Figure 1. The metal 1 layer (run 1).
Supply wires on this layer in gray.
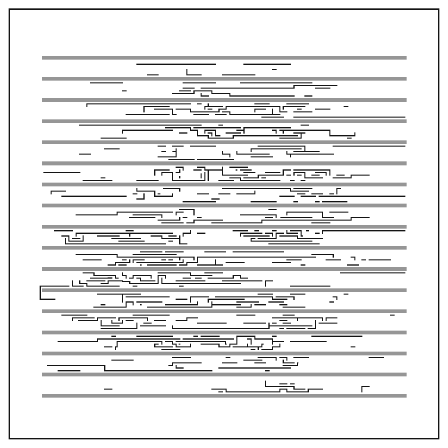
Figure 2. Metal 2 (run 1).
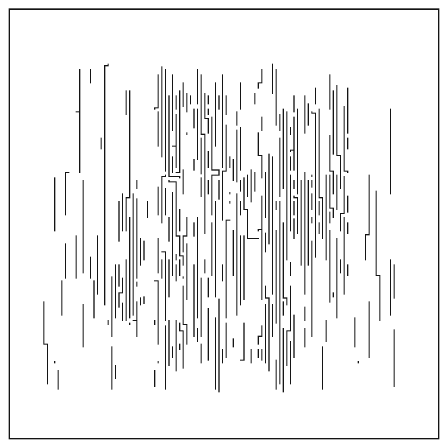
Figure 3. M3 wires (run 1).
Bar = 20 um.
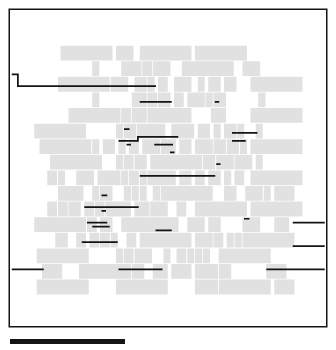
`src/rtl/btn_debounce_pulse.sv`:
```
// Pushbutton conditioner: two-flop synchronizer, four-state debounce FSM,
// single-cycle press strobe with optional hold auto-repeat, registered level.
module btn_debounce_pulse #(
  parameter int DB_CYCLES     = 1000000,
  parameter int REPEAT_CYCLES = 0
) (
  input  logic clk,
  input  logic clr_n,
  input  logic btn_raw,
  output logic btn_pulse,
  output logic btn_level
);

  localparam int DB_W  = (DB_CYCLES > 1) ? $clog2(DB_CYCLES) : 1;
  localparam int REP_W = (REPEAT_CYCLES > 1) ? $clog2(REPEAT_CYCLES) : 1;
  localparam logic [DB_W-1:0]  DB_LAST  = DB_W'(DB_CYCLES - 1);
  localparam logic [REP_W-1:0] REP_LAST = REP_W'((REPEAT_CYCLES > 0) ? REPEAT_CYCLES - 1 : 0);
  localparam bit REP_EN = (REPEAT_CYCLES > 0);

  typedef enum logic [1:0] {
    IDLE            = 2'd0,
    CONFIRM_PRESS   = 2'd1,
    HELD            = 2'd2,
    CONFIRM_RELEASE = 2'd3
  } state_t;

  state_t state_q, state_d;
  logic sync_p0, sync_p1;
  logic [DB_W-1:0]  db_cnt_q, db_cnt_d;
  logic [REP_W-1:0] rep_cnt_q, rep_cnt_d;
  logic pulse_d, level_d;

  function automatic logic [DB_W-1:0] db_inc(input logic [DB_W-1:0] v);
    return (v == DB_LAST) ? v : v + DB_W'(1);
  endfunction

  function automatic logic [REP_W-1:0] rep_inc(input logic [REP_W-1:0] v);
    return (v == REP_LAST) ? v : v + REP_W'(1);
  endfunction

  // Stage p0/p1: metastability synchronizer; only sync_p1 feeds the FSM
  always_ff @(posedge clk or negedge clr_n) begin
    if (!clr_n) begin
      sync_p0 <= 1'b0;
      sync_p1 <= 1'b0;
    end else begin
      sync_p0 <= btn_raw;
      sync_p1 <= sync_p0;
    end
  end

  always_ff @(posedge clk or negedge clr_n) begin
    if (!clr_n) begin
      state_q <= IDLE;
    end else begin
      state_q <= state_d;
    end
  end

  always_comb begin
    state_d  = state_q;
    db_cnt_d = db_cnt_q;
    case (state_q)
      IDLE: begin
        if (sync_p1) begin
          state_d  = CONFIRM_PRESS;
          db_cnt_d = '0;
        end
      end
      CONFIRM_PRESS: begin
        if (!sync_p1) begin
          state_d  = IDLE;
          db_cnt_d = '0;
        end else if (db_cnt_q == DB_LAST) begin
          state_d  = HELD;
          db_cnt_d = '0;
        end else begin
          db_cnt_d = db_inc(db_cnt_q);
        end
      end
      HELD: begin
        if (!sync_p1) begin
          state_d  = CONFIRM_RELEASE;
          db_cnt_d = '0;
        end
      end
      CONFIRM_RELEASE: begin
        if (sync_p1) begin
          state_d = HELD;
        end else if (db_cnt_q == DB_LAST) begin
          state_d  = IDLE;
          db_cnt_d = '0;
        end else begin
          db_cnt_d = db_inc(db_cnt_q);
        end
      end
      default: begin
        state_d  = IDLE;
        db_cnt_d = '0;
      end
    endcase
  end

  // Repeat terminal count is held through CONFIRM_RELEASE and fires once back in HELD;
  // the !btn_pulse guard keeps strobes from ever landing on adjacent cycles.
  always_comb begin
    pulse_d   = 1'b0;
    rep_cnt_d = rep_cnt_q;
    level_d   = (state_d == HELD) || (state_d == CONFIRM_RELEASE);
    if (state_q == CONFIRM_PRESS && state_d == HELD) begin
      pulse_d   = 1'b1;
      rep_cnt_d = '0;
    end else if (REP_EN && (state_q == HELD || state_q == CONFIRM_RELEASE)) begin
      if (rep_cnt_q == REP_LAST) begin
        if (state_q == HELD && !btn_pulse) begin
          pulse_d   = 1'b1;
          rep_cnt_d = '0;
        end
      end else begin
        rep_cnt_d = rep_inc(rep_cnt_q);
      end
    end
  end

  always_ff @(posedge clk or negedge clr_n) begin
    if (!clr_n) begin
      db_cnt_q  <= '0;
      rep_cnt_q <= '0;
      btn_pulse <= 1'b0;
      btn_level <= 1'b0;
    end else begin
      db_cnt_q  <= db_cnt_d;
      rep_cnt_q <= rep_cnt_d;
      btn_pulse <= pulse_d;
      btn_level <= level_d;
    end
  end

endmodule

```
`config.mk`:
```
export PLATFORM = sky130hd
export DESIGN_NAME = btn_debounce_pulse
export DESIGN_NICKNAME = d
export VERILOG_FILES = /design/src/rtl/btn_debounce_pulse.sv
export SDC_FILE = /design/constraint.sdc
export NUM_CORES = 1
export LEC_CHECK = 0
export ABC_CLOCK_PERIOD_IN_PS = 3600
export CORE_MARGIN = 4
export CORE_UTILIZATION = 64
export CTS_CLUSTER_DIAMETER = 60
export DETAILED_ROUTE_END_ITERATION = 8
export PLACE_DENSITY = 0.85
export SLEW_MARGIN = 20
export SYNTH_ARGS = -nofsm -noshare
export SYNTH_HDL_FRONTEND = slang
export SYNTH_SLANG_ARGS = --single-unit
export TNS_END_PERCENT = 1
```
`constraint.sdc`:
```
create_clock -name clk -period 3.6 [get_ports clk]
set_input_delay 0.72 -clock clk [delete_from_list [all_inputs] [get_ports clk]]
set_output_delay 0.72 -clock clk [all_outputs]
set_load 0.01 [all_outputs]
```
==> flow_summary.toml, run 1 <==
# physical design summary
[outcome]
outcome = "finished clean"

[setup_path]
cpMaxStageDelayCell = "or4b_4"
path_cells = "or4b_4 > nor4_4 > a41oi_4 > nor2_4 > nor3_1"

[cells_and_area]
seq_share = 0.438
nFillCells = 161
dominant_cells = "multi-input combinational cells"
area_growth_pct = 4.67
ff_latch_area_um2 = 651
mostFrequentLayoutCells = "dfrtp_1 (26), nor2_1 (20), nand4_1 (11)"
top_regs = "db_cnt_q: 20 flops, state_q: 2 flops"
nNetsFinal = 152

[timing]
fin_ws_ns = 1.41
setup_violations = 0
fmax_ghz = 0.456
worst_pin_slew_ns = 0.729

[synthesis]
compound_area_frac = 0.0907
xor_share = 0.0740
yosys_warnings = 0
ys_seq_share = 0.458

[global_routing]
met2_usage = 0.394

[power_and_ir_drop]
p_total_mw = 0.477
p_int_mw = 0.367
ir_worst_vdd_v = 0.000301
leakagePower_nw = 0.610

[clock_tree]
clock_sinks = 26
clk_pin_slew_ns = 0.13

[worst_hold_path]
min_path_type = "reg -> reg"

[floorplanning]
core_area_um2 = 2040

[detailed_routing]
routedWlPerCell_um = 15.5
Back to the opening pictures, Figure 1:
- main direction: horizontal
- share of all routed wire: 44%
- wire length on this layer: 1190 um
- longest straight run: 15.6 um
- nets with wire on the layer: 138

Back to the opening pictures, Figure 2:
- nets with wire on the layer: 123
- longest straight run: 30.8 um
- wire length on this layer: 1330 um

Back to the opening pictures, Figure 3:
- main direction: horizontal
- nets with wire on the layer: 17
- wire length on this layer: 125 um
- longest straight run: 23.9 um
- share of all routed wire: 4.6%

Figure 4. Gate families picked out (run 1).
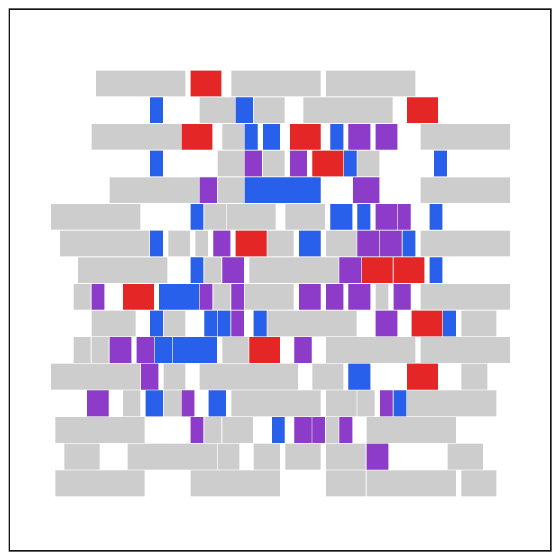

==> run 1 -> run 2 <==
Settings changed: ABC_CLOCK_PERIOD_IN_PS 3600 to 2000, CORE_ASPECT_RATIO set to 1.75, CORE_UTILIZATION 64 to 53, PLACE_DENSITY 0.85 to 0.75.
Clock period 3.6 ns to 2 ns, I/O delays scaled along.
Figure 5. Gate families picked out (run 2).
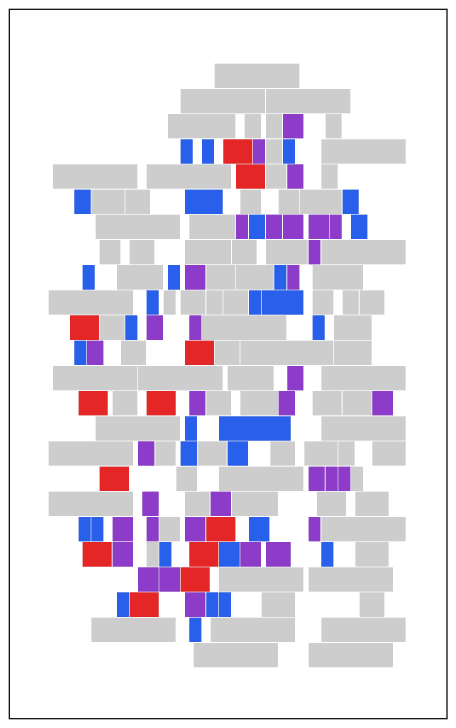
- blue: NOR gates (cells 31; most used nor2_1)
- red: XOR/XNOR gates (cells 12; most used xor2_1)
- purple: NAND gates (cells 34; most used nand4_1)

==> run 2 against run 1 <==
Against the previous run: clock skew up 0.0023 ns; clock power up 140%; clock-buffer cell count unchanged; critical path type unchanged; worst hold slack worse by 0.0036 ns; die size up 19%; non-clock buffer count up 14; flip-flop count unchanged; largest cell class unchanged; synthesized cell count unchanged; routed wire length up 11%; worst setup slack worse by 1.4 ns; maximum frequency up 9.2%; the run now ends with setup timing left.
==> flow_summary.toml, run 2 <==
# physical design summary
[cells_and_area]
logic_gates = 109
dominant_cells = "multi-input combinational cells"
nFillCells = 212
logic_area_um2 = 722
nNetsFinal = 166
top_regs = "db_cnt_q: 20 flops, state_q: 2 flops"
ff_latch_area_um2 = 651
layout-drive-gt1-share = 0.211
area_growth_pct = 15.5
mostFrequentLayoutCells = "dfrtp_1 (26), nor2_1 (20), buf_4 (13)"
seq_share = 0.397

[detailed_routing]
num_vias = 1141
top_layer_used = "met4"
routedWlPerCell_um = 16.1
viasPerCell = 6.10
drc = 0

[power_and_ir_drop]
p_total_mw = 0.959
p_sw_mw = 0.222
power_frac_comb = 0.071
leakagePower_nw = 0.700
ir_worst_vdd_v = 0.000490
p_int_mw = 0.737

[outcome]
outcome = "complete, but fails checks"
failed_checks = "setup timing"

[worst_hold_path]
hold_depth = 0
min_path_type = "reg -> reg"
worstHoldStart = "sync_p0"

[synthesis]
fp_nets = 148
edf_count = 0
xor_share = 0.0740
syn_area_per_cell_um2 = 9.86
yosys_warnings = 0
compound_area_frac = 0.0907
mux_share = 0.0159

[timing]
fin_ws_ns = -0.00708
setup_violations = 5
worst_pin_slew_ns = 0.543
fmax_ghz = 0.498
drv_slew = 0

[clock_tree]
cts-root-buf = "clkbuf_8"
clock_sinks = 26
clk_pin_slew_ns = 0.09
holdBufCountCts = 0
insertion_delay_ns = 0.27

[floorplanning]
core_area_um2 = 2520

[global_routing]
met2_usage = 0.327

[setup_path]
cpMaxStageDelayCell = "or4b_4"

[placed_design]
gp_congestion = 0.888
Power figures rest on the tool's default switching activity, not on a simulated workload.
